**config.mk**
```make
export PLATFORM = sky130hd
export DESIGN_NAME = wakeup_array
export DESIGN_NICKNAME = d
export VERILOG_FILES = /design/src/rtl/wakeup_array.sv
export SDC_FILE = /design/constraint.sdc
export NUM_CORES = 1
export LEC_CHECK = 0
export CAP_MARGIN = 20
export CORE_MARGIN = 3
export CORE_UTILIZATION = 40
export DETAILED_ROUTE_END_ITERATION = 16
export PLACE_DENSITY = 0.67
export SLEW_MARGIN = 15
export SYNTH_ARGS = -nofsm -noshare
export SYNTH_HDL_FRONTEND = slang
export SYNTH_SLANG_ARGS = --single-unit
```
**constraint.sdc**
```tcl
create_clock -name clk -period 9.68 [get_ports clk]
set_input_delay 1.936 -clock clk [delete_from_list [all_inputs] [get_ports clk]]
set_output_delay 1.936 -clock clk [all_outputs]
set_load 0.03 [all_outputs]
```
**src/rtl/wakeup_array.sv**
```systemverilog
// Issue-queue wakeup array: tracks operand readiness of dispatched micro-ops,
// requests issue for fully-ready rows and releases the row granted by select.
module wakeup_array #(
   parameter int unsigned NUM_ROWS  = 16,
   parameter int unsigned TAG_W     = 6,
   parameter int unsigned NUM_WB    = 2,
   parameter int unsigned PAYLOAD_W = 32
) (
   input  logic                           clk,
   input  logic                           rst,
   input  logic                           flush,
   input  logic                           alloc_valid,
   output logic                           alloc_ready,
   input  logic [TAG_W-1:0]               alloc_src1_tag,
   input  logic                           alloc_src1_rdy,
   input  logic [TAG_W-1:0]               alloc_src2_tag,
   input  logic                           alloc_src2_rdy,
   input  logic [PAYLOAD_W-1:0]           alloc_payload,
   input  logic [NUM_WB-1:0]              wb_valid,
   input  logic [NUM_WB*TAG_W-1:0]        wb_tag,
   output logic [NUM_ROWS-1:0]            request_vector,
   input  logic [NUM_ROWS-1:0]            select_vector,
   output logic                           issue_valid,
   output logic [PAYLOAD_W-1:0]           issue_payload,
   output logic [$clog2(NUM_ROWS+1)-1:0]  occupancy
);

   localparam int unsigned OCC_W = $clog2(NUM_ROWS + 1);
   localparam int unsigned IDX_W = (NUM_ROWS > 1) ? $clog2(NUM_ROWS) : 1;

   logic [NUM_ROWS-1:0]  valid_q, valid_d;
   logic [NUM_ROWS-1:0]  rdy1_q, rdy1_d;
   logic [NUM_ROWS-1:0]  rdy2_q, rdy2_d;
   logic [TAG_W-1:0]     tag1_q [NUM_ROWS];
   logic [TAG_W-1:0]     tag1_d [NUM_ROWS];
   logic [TAG_W-1:0]     tag2_q [NUM_ROWS];
   logic [TAG_W-1:0]     tag2_d [NUM_ROWS];
   logic [PAYLOAD_W-1:0] payload_q [NUM_ROWS];
   logic [PAYLOAD_W-1:0] payload_d [NUM_ROWS];

   logic                 issue_valid_q, issue_valid_d;
   logic [PAYLOAD_W-1:0] issue_payload_q, issue_payload_d;
   logic [OCC_W-1:0]     occ_q, occ_d;

   logic                 grant_found;
   logic [IDX_W-1:0]     grant_idx;
   logic                 free_found;
   logic [IDX_W-1:0]     free_idx;
   logic                 alloc_fire;

   // True when any valid writeback port broadcasts the given tag.
   function automatic logic wb_match(input logic [TAG_W-1:0]        tag,
                                     input logic [NUM_WB-1:0]       vld,
                                     input logic [NUM_WB*TAG_W-1:0] tags);
      logic hit;
      hit = 1'b0;
      for (int k = 0; k < NUM_WB; k++) begin
         if (vld[k] && (tags[k*TAG_W +: TAG_W] == tag)) begin
            hit = 1'b1;
         end
      end
      return hit;
   endfunction

   assign request_vector = valid_q & rdy1_q & rdy2_q;
   assign alloc_ready    = ~&valid_q;
   assign issue_valid    = issue_valid_q;
   assign issue_payload  = issue_payload_q;
   assign occupancy      = occ_q;

   // Lowest requesting grant and lowest free row, both from start-of-cycle state.
   always_comb begin
      grant_found = 1'b0;
      grant_idx   = '0;
      free_found  = 1'b0;
      free_idx    = '0;
      for (int i = 0; i < NUM_ROWS; i++) begin
         if (!grant_found && select_vector[i] && request_vector[i]) begin
            grant_found = 1'b1;
            grant_idx   = IDX_W'(i);
         end
         if (!free_found && !valid_q[i]) begin
            free_found = 1'b1;
            free_idx   = IDX_W'(i);
         end
      end
      alloc_fire = alloc_valid && free_found;
   end

   always_comb begin
      valid_d         = valid_q;
      rdy1_d          = rdy1_q;
      rdy2_d          = rdy2_q;
      tag1_d          = tag1_q;
      tag2_d          = tag2_q;
      payload_d       = payload_q;
      issue_valid_d   = 1'b0;
      issue_payload_d = issue_payload_q;
      occ_d           = occ_q;

      for (int i = 0; i < NUM_ROWS; i++) begin
         if (valid_q[i]) begin
            rdy1_d[i] = rdy1_q[i] | wb_match(tag1_q[i], wb_valid, wb_tag);
            rdy2_d[i] = rdy2_q[i] | wb_match(tag2_q[i], wb_valid, wb_tag);
         end
      end

      if (grant_found) begin
         valid_d[grant_idx] = 1'b0;
         issue_valid_d      = 1'b1;
         issue_payload_d    = payload_q[grant_idx];
      end

      // Dispatch bypass: a tag broadcast this cycle is captured as ready.
      if (alloc_fire) begin
         valid_d[free_idx]   = 1'b1;
         tag1_d[free_idx]    = alloc_src1_tag;
         tag2_d[free_idx]    = alloc_src2_tag;
         rdy1_d[free_idx]    = alloc_src1_rdy | wb_match(alloc_src1_tag, wb_valid, wb_tag);
         rdy2_d[free_idx]    = alloc_src2_rdy | wb_match(alloc_src2_tag, wb_valid, wb_tag);
         payload_d[free_idx] = alloc_payload;
      end

      occ_d = occ_q + OCC_W'(alloc_fire) - OCC_W'(grant_found);

      if (flush) begin
         valid_d       = '0;
         issue_valid_d = 1'b0;
         occ_d         = '0;
      end
   end

   always_ff @(posedge clk) begin
      if (rst) begin
         valid_q         <= '0;
         rdy1_q          <= '0;
         rdy2_q          <= '0;
         issue_valid_q   <= 1'b0;
         issue_payload_q <= '0;
         occ_q           <= '0;
      end else begin
         valid_q         <= valid_d;
         rdy1_q          <= rdy1_d;
         rdy2_q          <= rdy2_d;
         issue_valid_q   <= issue_valid_d;
         issue_payload_q <= issue_payload_d;
         occ_q           <= occ_d;
      end
   end

   // Tags and payloads are only meaningful while the row is valid.
   always_ff @(posedge clk) begin
      tag1_q    <= tag1_d;
      tag2_q    <= tag2_d;
      payload_q <= payload_d;
   end

   a_select_onehot: assert property (@(posedge clk) disable iff (rst) $onehot0(select_vector));

endmodule

```
Fig. 1: cells coloured by class
(1 px per micron)
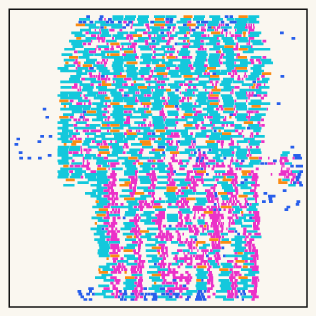
[remaining buffers and delay cells] blue | cells: 194 | share of their area: 4.7%
[sequential cells] cyan | cells: 790 | share of their area: 61%
[clock drivers and dummy loads] orange | cells: 144 | share of their area: 7.2%
[combinational and other logic] magenta | cells: 1513 | share of their area: 27%
area of the placeable core: 82800 sq um
Util after Layout: 47.1%
Finished Cell Area: 39000 sq um

Fig. 2: clock wiring as the flow saved it
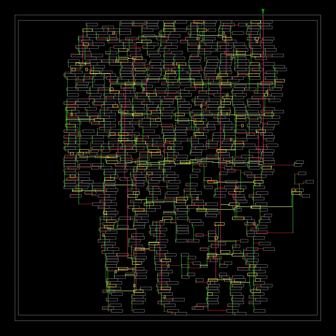
# clock sinks: 790
Clock net power: 0.00315 W
skew final: 25.6 ps

==> summary.txt <==
Physical design

The flow ran to the end, and the final reports show no timing, DRC or antenna violations. The critical-path maximum fanout stands at 73. The routed wire length on met2 stands at 46900 microns. For this run, the script counts the antenna cells in the layout as 3. For this block, the via count after detailed routing is 21900.

Synthesis handed over a netlist of 2448 instances. The detailed route wirelength on metal3 stands at 8680 microns. The number of nets handed over by synthesis was 2534.

Checking hold timing, the worst path is listed with class reg -> reg. On met3, the global router reports a usage of 3.33%. The wire length of the first global-routing pass stands at 143000 microns. The worst path meets setup with 3620 ps of slack.

The largest net degree at the start of global routing stands at 74. The total number of yosys warnings stands at 0. In this run the number of H-tree levels came out at 3.

Per the layout area report, the register area comes to 22900 sq um. Global routing used 36.4% of the available met2 tracks. The required time at the endpoint of the critical path stands at 10190 ps. The count of buffer and inverter cells on the critical path stands at 3. The critical path ends at issue_payload[3]. The remaining antenna violation count stands at 0. The worst hold path stage count stands at 2. Non-clock buffers make up 4.51% of the layout cell area. The buffer_ports step reported a buffer count of 134. The initial standard-cell utilization of the core stands at 40.7%. The clock transition at the registers of the reported paths stands at 60 ps. TritonCTS built the clock tree. The tree is rooted in a sky130_fd_sc_hd__clkbuf_16. The routed wire length stands at 98100 microns. For this sky-water flow run, the detailed-routed wirelength per cell is reported as 26.4 microns. For this run, combinational gates with multiple inputs come to 1488.

The finished layout holds 3714 standard cells, fillers aside. The most numerous cell type found on the critical path is sky130_fd_sc_hd__buf_4. The inserted tap cell count stands at 1070.

For this block, the initial DRC count from the detailed router was 2598. The signal on the critical path passes through clkdlybuf4s50_1 -> nand4_1 -> nand4_2 -> nor2_2 -> a311oi_4 -> buf_4 -> buf_4 -> mux2_2 -> a222oi_1 -> nor2_1 -> o41a_1. The fraction of area in clock buffers and inverters stands at 6.98%. The static leakage stands at 12.5 nW. The global-route met1 utilization stands at 29.2%. The layout net count stands at 2664. The sequential cell count of the final layout stands at 790. According to the timing report, the critical path is launched from select_vector[0]. The post-synthesis chip area from yosys stands at 33700 sq um.

In this run, synthesis produced a sequential element count of 790. The number of instances resized during post-cts repair stands at 0. The synthesis stats list as the most numerous cell sky130_fd_sc_hd__edfxtp_1. The mean instance size in the synthesized netlist stands at 13.8 sq um.

By instance count after routing, the leading logic cell type is sky130_fd_sc_hd__edfxtp_1. The share of layout cells above drive strength 1 stands at 9.01%. Per the layout report, the design carries 112 clock buffers. No sink is reached through more buffers than the 3 on the longest clock path. The worst setup path is launched from an input port. The number of hold buffers added after CTS was 0.

For reference, the top cells by count after synthesis are sky130_fd_sc_hd__edfxtp_1 (704), sky130_fd_sc_hd__xnor2_1 (295), sky130_fd_sc_hd__nand2_1 (234). The cell type that accounts for the most area after synthesis is sky130_fd_sc_hd__edfxtp_1. The layout has 194 buffers outside the clock class. The worst setup path is captured at a flop. Per the timing report, the most critical flop-to-flop path finishes at issue_payload[3]. The timing report shows that the slowest cell on the worst path is sky130_fd_sc_hd__buf_4.

On the critical path the largest part of the delay comes from buffers and inverters. For this block, wires on met1 add up to 39300 microns. Hold is met by 509 ps. In this run the most critical hold path is launched from issue_payload[27]. The logic area stands at 10200 sq um. Logic depth along the worst register-to-register path is recorded as 10.

The arrival time at the worst endpoint stands at 6570 ps. The synthesized netlist occupies a cell area of 33700 sq um. The total track usage stands at 22.0%. The register share of the cell area stands at 58.6%. The via count of the first global-routing pass came to 22300. The worst hold path terminates at issue_payload[27]. The register-to-register path setup slack stands at 4880 ps. The number of distinct library cells after synthesis stands at 60. The final critical path takes up 62.6% of the cycle. The transition time at the pin with the least slew margin stands at 1120 ps. The critical path is of the in -> reg type. The pre-antenna-repair detailed-routing pass consisted of 6 iterations. In the final layout, excluding clock inverters the inverter count is 25. The synthesized design devotes to its leading area cell type 62.7% of total area. The routed layout reports a DRC error count of 0. Per the skew report, the later register of the worst-skew pair sees a clock latency of 630 ps.

At the end of routability-driven placement, the weighted congestion stood at 0.881. In this run the post-CTS setup repair buffer count came out at 0. The shortest period the worst path allows stands at 6060 ps.

The max-slew violation count stands at 0. The total I/O pin count stands at 135. The total power divided by cell area stands at 184 nW/um^2. For this run, the slowest stage of the critical path takes 800 ps. The cell area after placement stands at 36200 sq um. The layout overhead on the synthesized area stands at 15.7%.
[cells by family (layout without fill, tap and decap cells)]
kind of cell,count (synthesis),in the layout,share of synthesized area (%)
xor+xnor,412,412,10.7
mux,37,37,1.15
buf+inv,170,363,2.17
flops,790,790,67.8
simple gates,567,567,8.37
other cells,0,3,0
fa+ha+maj,6,6,0.245
compound gates,466,466,9.54
[flip-flops by register name, summed over array words and instances, names as in the netlist]
name	flops
issue_valid	1
occupancy	5
payload_q	512
tag2_q	96
rdy1_q	16
valid_q	16
rdy2_q	16
tag1_q	96
issue_payload	32
[power by group]
part	internal (W)	switching, W	total, W
Sequential	0.00373	0.00000929	0.00374
Clock	0.00186	0.00129	0.00315
Combinational	0.000106	0.000195	0.000301
Power is estimated from default activity; no workload was simulated.
